placement_by_type.png
Scale: 8 px per um. Fill, decap, tap and diode cells in gray.
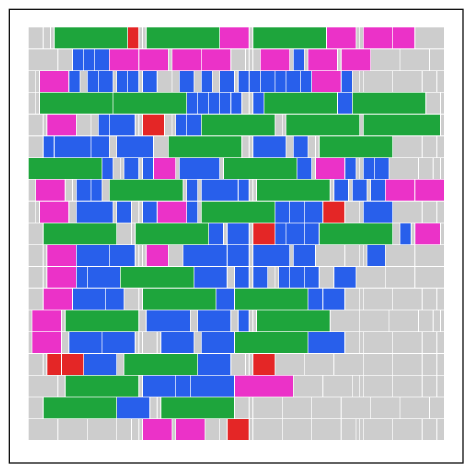
flops_by_reg.png
Scale: 8 px per um. Other sequential cells in the stronger gray, the rest of the logic in the fainter gray.
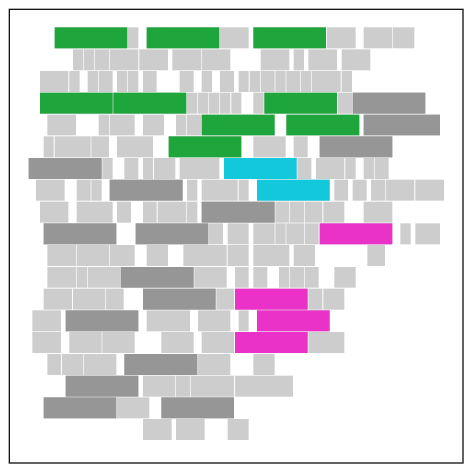
congestion.png
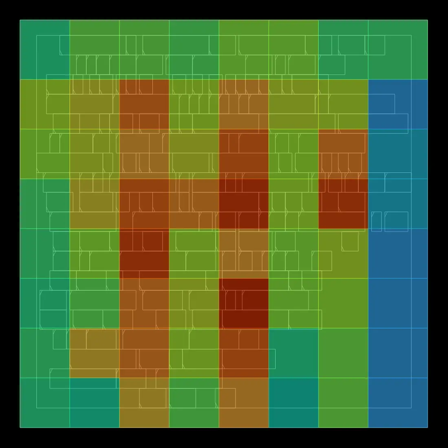
clk_routes.png
Scale: 10 px per um.
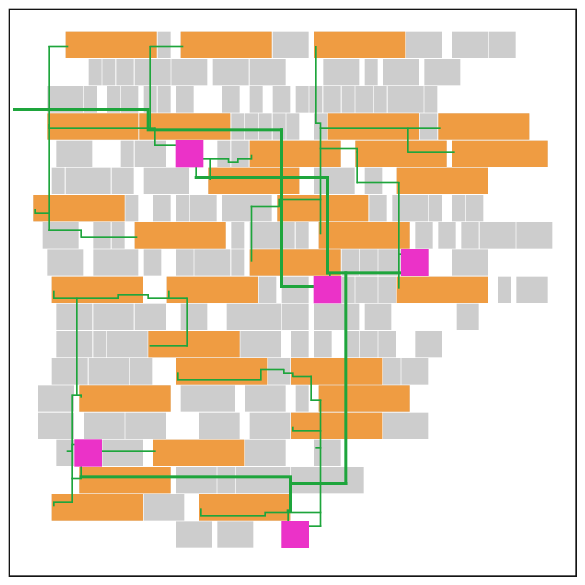
Design serial_twos_complement, sky130hd; sources not shown.
==> flow_metrics.py <==
# Generated from Yosys and OpenROAD reports
metrics = {
    "global_route": {
        "antenna_found_initial": 0,
        "first_global_vias": 1075,
        "gr-usage-all-layers": 0.203,
        "grt_pass1_wl_um": 4830,
        "grt_max_degree": 31,
        "gr-total-overflow": 0,
    },
    "cells_and_area": {
        "nets": 190,
        "diodes": 0,
        "syn_to_final_growth_pct": 24.9,
        "drive_gt1_frac": 0.187,
        "finalNonFillerCells": 202,
        "n_fill_cell": 194,
    },
    "worst_setup_path": {
        "critical_path_buf_inv_count": 1,
        "crit_slowest_cell": "clkdlybuf4s50_1",
        "required_ns": 1.60,
        "end_kind": "primary output",
        "reg2reg_slack_ns": 0.35,
        "path_depth": 1,
        "path_cells": "clkdlybuf4s50_1",
        "worstSetupPathType": "flip-flop to primary output",
        "slowest_delay_ns": 0.69,
        "cp_max_fo": 3,
        "cp_top_family": "buffers and inverters",
        "cp_data_arrival_time_ns": 1.41,
        "worstSetupStartpointType": "flip-flop",
    },
    "floorplanning": {
        "die_y_um": 56.5,
        "die_w_um": 56.5,
        "floorplan.rows": 19,
        "core-area_um2": 2690,
        "io_pins": 28,
        "dieArea_um2": 3200,
    },
    "power": {
        "leakagePower_nw": 0.840,
        "p_per_area_nw_per_um2": 1330,
        "ir_drop_uv": 947,
        "total_power_w": 0.00242,
    },
    "final_timing": {
        "period_needed_ns": 1.81,
        "clock.fmax_mhz": 553,
        "worst_pin_slew_ns": 0.444,
        "hold_viol_final": 0,
        "maxSlewViolCount": 0,
        "fin_tns_setup_ns": 0,
        "setup_viol": 0,
        "worst_slack_ns": 0.192,
        "slew_headroom": 0.704,
        "fin_crit_sh": 0.904,
        "rsz0062_at_grt": "false",
    },
    "cts": {
        "cts.sinks": 30,
        "clk_pin_slew_ns": 0.10,
        "clock-root-buffer": "clkbuf_4",
        "htreeDepth": 2,
        "cts_tree": "yes",
        "clk_path_buf_depth": 2,
        "cts_buffers": 5,
    },
    "yosys": {
        "ys_cells": 138,
        "yosysUniqueCellTypes": 29,
        "syn_area_per_cell_um2": 10.6,
        "top_area_cell": "dfrtp_1",
        "synthFlopType": "dfrtp_1",
        "ys_seq_frac": 0.514,
        "top_cells_by_area": "dfrtp_1, mux2_2, nand2_1",
        "synth_cells": 138,
        "ys_top_cells_by_count": "dfrtp_1, nand2_1, nand3_1, mux2_2, o21ai_0",
        "edf_count": 0,
        "synth_top_area_share": 0.496,
        "syn_area_um2": 1460,
        "yosysWarnings": 0,
        "synth-async-reset-ratio": 1.00,
        "synth_flops": 30,
        "yosys_area_um2": 1460,
    },
    "placement": {
        "pre_cts_ws_ns": 0.0700,
        "place_hpwl_um": 2060,
        "dp_cells": 194,
        "postPlaceCellArea_um2": 1770,
        "io_buffers": 27,
        "place_congestion": 0.771,
    },
    "run": {
        "warnings": 27,
        "max_cap_viol_count": 0,
    },
    "hold_path": {
        "hp-class": "input port to async pin",
    },
    "route": {
        "drt_iter0_markers": 30,
        "vias_per_cell": 5.43,
        "drt_first_pass_iters": 4,
        "routed_wl_um": 2880,
        "drc": 0,
        "vias": 1097,
        "antenna_left": 0,
    },
    "run_status": {
        "outcome": "completed",
    },
}
-- placement_by_type.png (at the start) --
Key: blue = combinational and other logic [cells 102]; magenta = other buffers and delay cells [cells 31]; green = flops [cells 30]; red = clock drivers and dummy loads [cells 8]
fin area: 1830 um2
Seq/total area: 0.412

-- flops_by_reg.png (at the start) --
Key: cyan = `state` [flops 2]; green = `out_data` [flops 9]; magenta = `cnt_q` [flops 4]
Seq power: 0.00100 W
Storage cell area: 752 um2
final core occ: 0.680

-- congestion.png (at the start) --
gr busiest metal: met2
met1 Use GR: 0.248
Avg WL per Cell: 14.2 um

-- clk_routes.png (at the start) --
Key: magenta = clock drivers [count 5]; orange = flip-flops [count 30]; green = clock wires [length 392 um]
There are 6 routed clock nets.
Post-Route Skew: 0.00743 ns
Power Clock: 0.000347 W
clk latency late pin: 0.34 ns
clock power share: 0.143

[layout by cell type, fill, tap and decap left out]
| cell type | Yosys | layout |
|---|---|---|
| nand2_1 | 29 | 29 |
| dfrtp_1 | 29 | 29 |
| clkdlybuf4s50_1 | 0 | 26 |
| nand3_1 | 15 | 15 |
| mux2_2 | 13 | 13 |
| o21ai_0 | 8 | 8 |
| inv_1 | 6 | 6 |
| a21oi_1 | 5 | 5 |
| ha_1 | 5 | 5 |
| clkbuf_4 | 0 | 5 |
| mux2_4 | 3 | 3 |
| buf_4 | 0 | 3 |
| or3_1 | 2 | 2 |
| o31ai_1 | 2 | 2 |
| xor2_1 | 1 | 1 |
| nor2b_4 | 1 | 1 |
| nand3b_1 | 1 | 1 |
| nand4bb_1 | 1 | 1 |
| nor2_2 | 1 | 1 |
| or2b_1 | 1 | 1 |
| and4bb_2 | 1 | 1 |
| nand4_1 | 1 | 1 |
| nor4_1 | 1 | 1 |
| nor3_1 | 1 | 1 |
| nand4b_1 | 1 | 1 |
| nand2b_1 | 1 | 1 |
| o21ba_2 | 1 | 1 |
| nor3b_1 | 1 | 1 |
| clkinv_2 | 0 | 1 |
| clkinvlp_4 | 0 | 1 |
| clkinv_1 | 0 | 1 |
| dfstp_2 | 1 | 1 |
| dlygate4sd2_1 | 0 | 1 |
| buf_12 | 0 | 1 |
[where the power goes]
group	total [W]	internal (W)	switching [W]	leakage (nW)
combinational	0.00107	0.000529	0.000543	0.432
clock	0.000347	0.000130	0.000216	0.0286
sequential	0.00100	0.000838	0.000166	0.380
total	0.00242	0.00150	0.000926	0.840
[per-layer routing]
metal / vias to the layer above / share of wire / track usage
met5: - / 0 / 0
met4: 0 / 0.016 / 0.0816
met3: 6 / 0.051 / 0.0737
met2: 26 / 0.49 / 0.326
met1: 525 / 0.44 / 0.248
li1: 540 / - / -
[area by class of cell]
cell class	count	area [um2]	area share
clock buffers	5	37.5	0.0205
clock inverters	3	16.3	0.00890
flip-flops and latches	30	752	0.412
repair buffers	31	312	0.171
multi-input cells	96	648	0.355
well taps	31	38.8	0.0212
inverters	6	22.5	0.0123
[logic make-up (layout without fill, tap and decap cells)]
logic type / Yosys count / after routing / synth area share
AOI/OAI and AO/OA: 16 / 16 / 0.0616
xor gates and xnor gates: 1 / 1 / 0.00599
adders and majority gates: 5 / 5 / 0.0428
buffers and inverters: 12 / 45 / 0.0428
DFF: 30 / 30 / 0.514
muxes: 16 / 16 / 0.131
and+or+nand+nor: 58 / 58 / 0.202
[metrics by stage]
stage	utilization	hold WS, ns
after global placement	0.660	0.471
final	0.680	0.432
after global routing	0.680	0.462
after CTS	0.680	0.440
after detailed placement	0.660	0.480
after floorplan	-	0.104
[repair_timing]
item	in CTS	in global routing
setup buffers	0	0
resized	1	0
setup endpoints to repair	1	0
hold buffers	0	0
Power figures rest on the tool's default switching activity, not on a simulated workload.
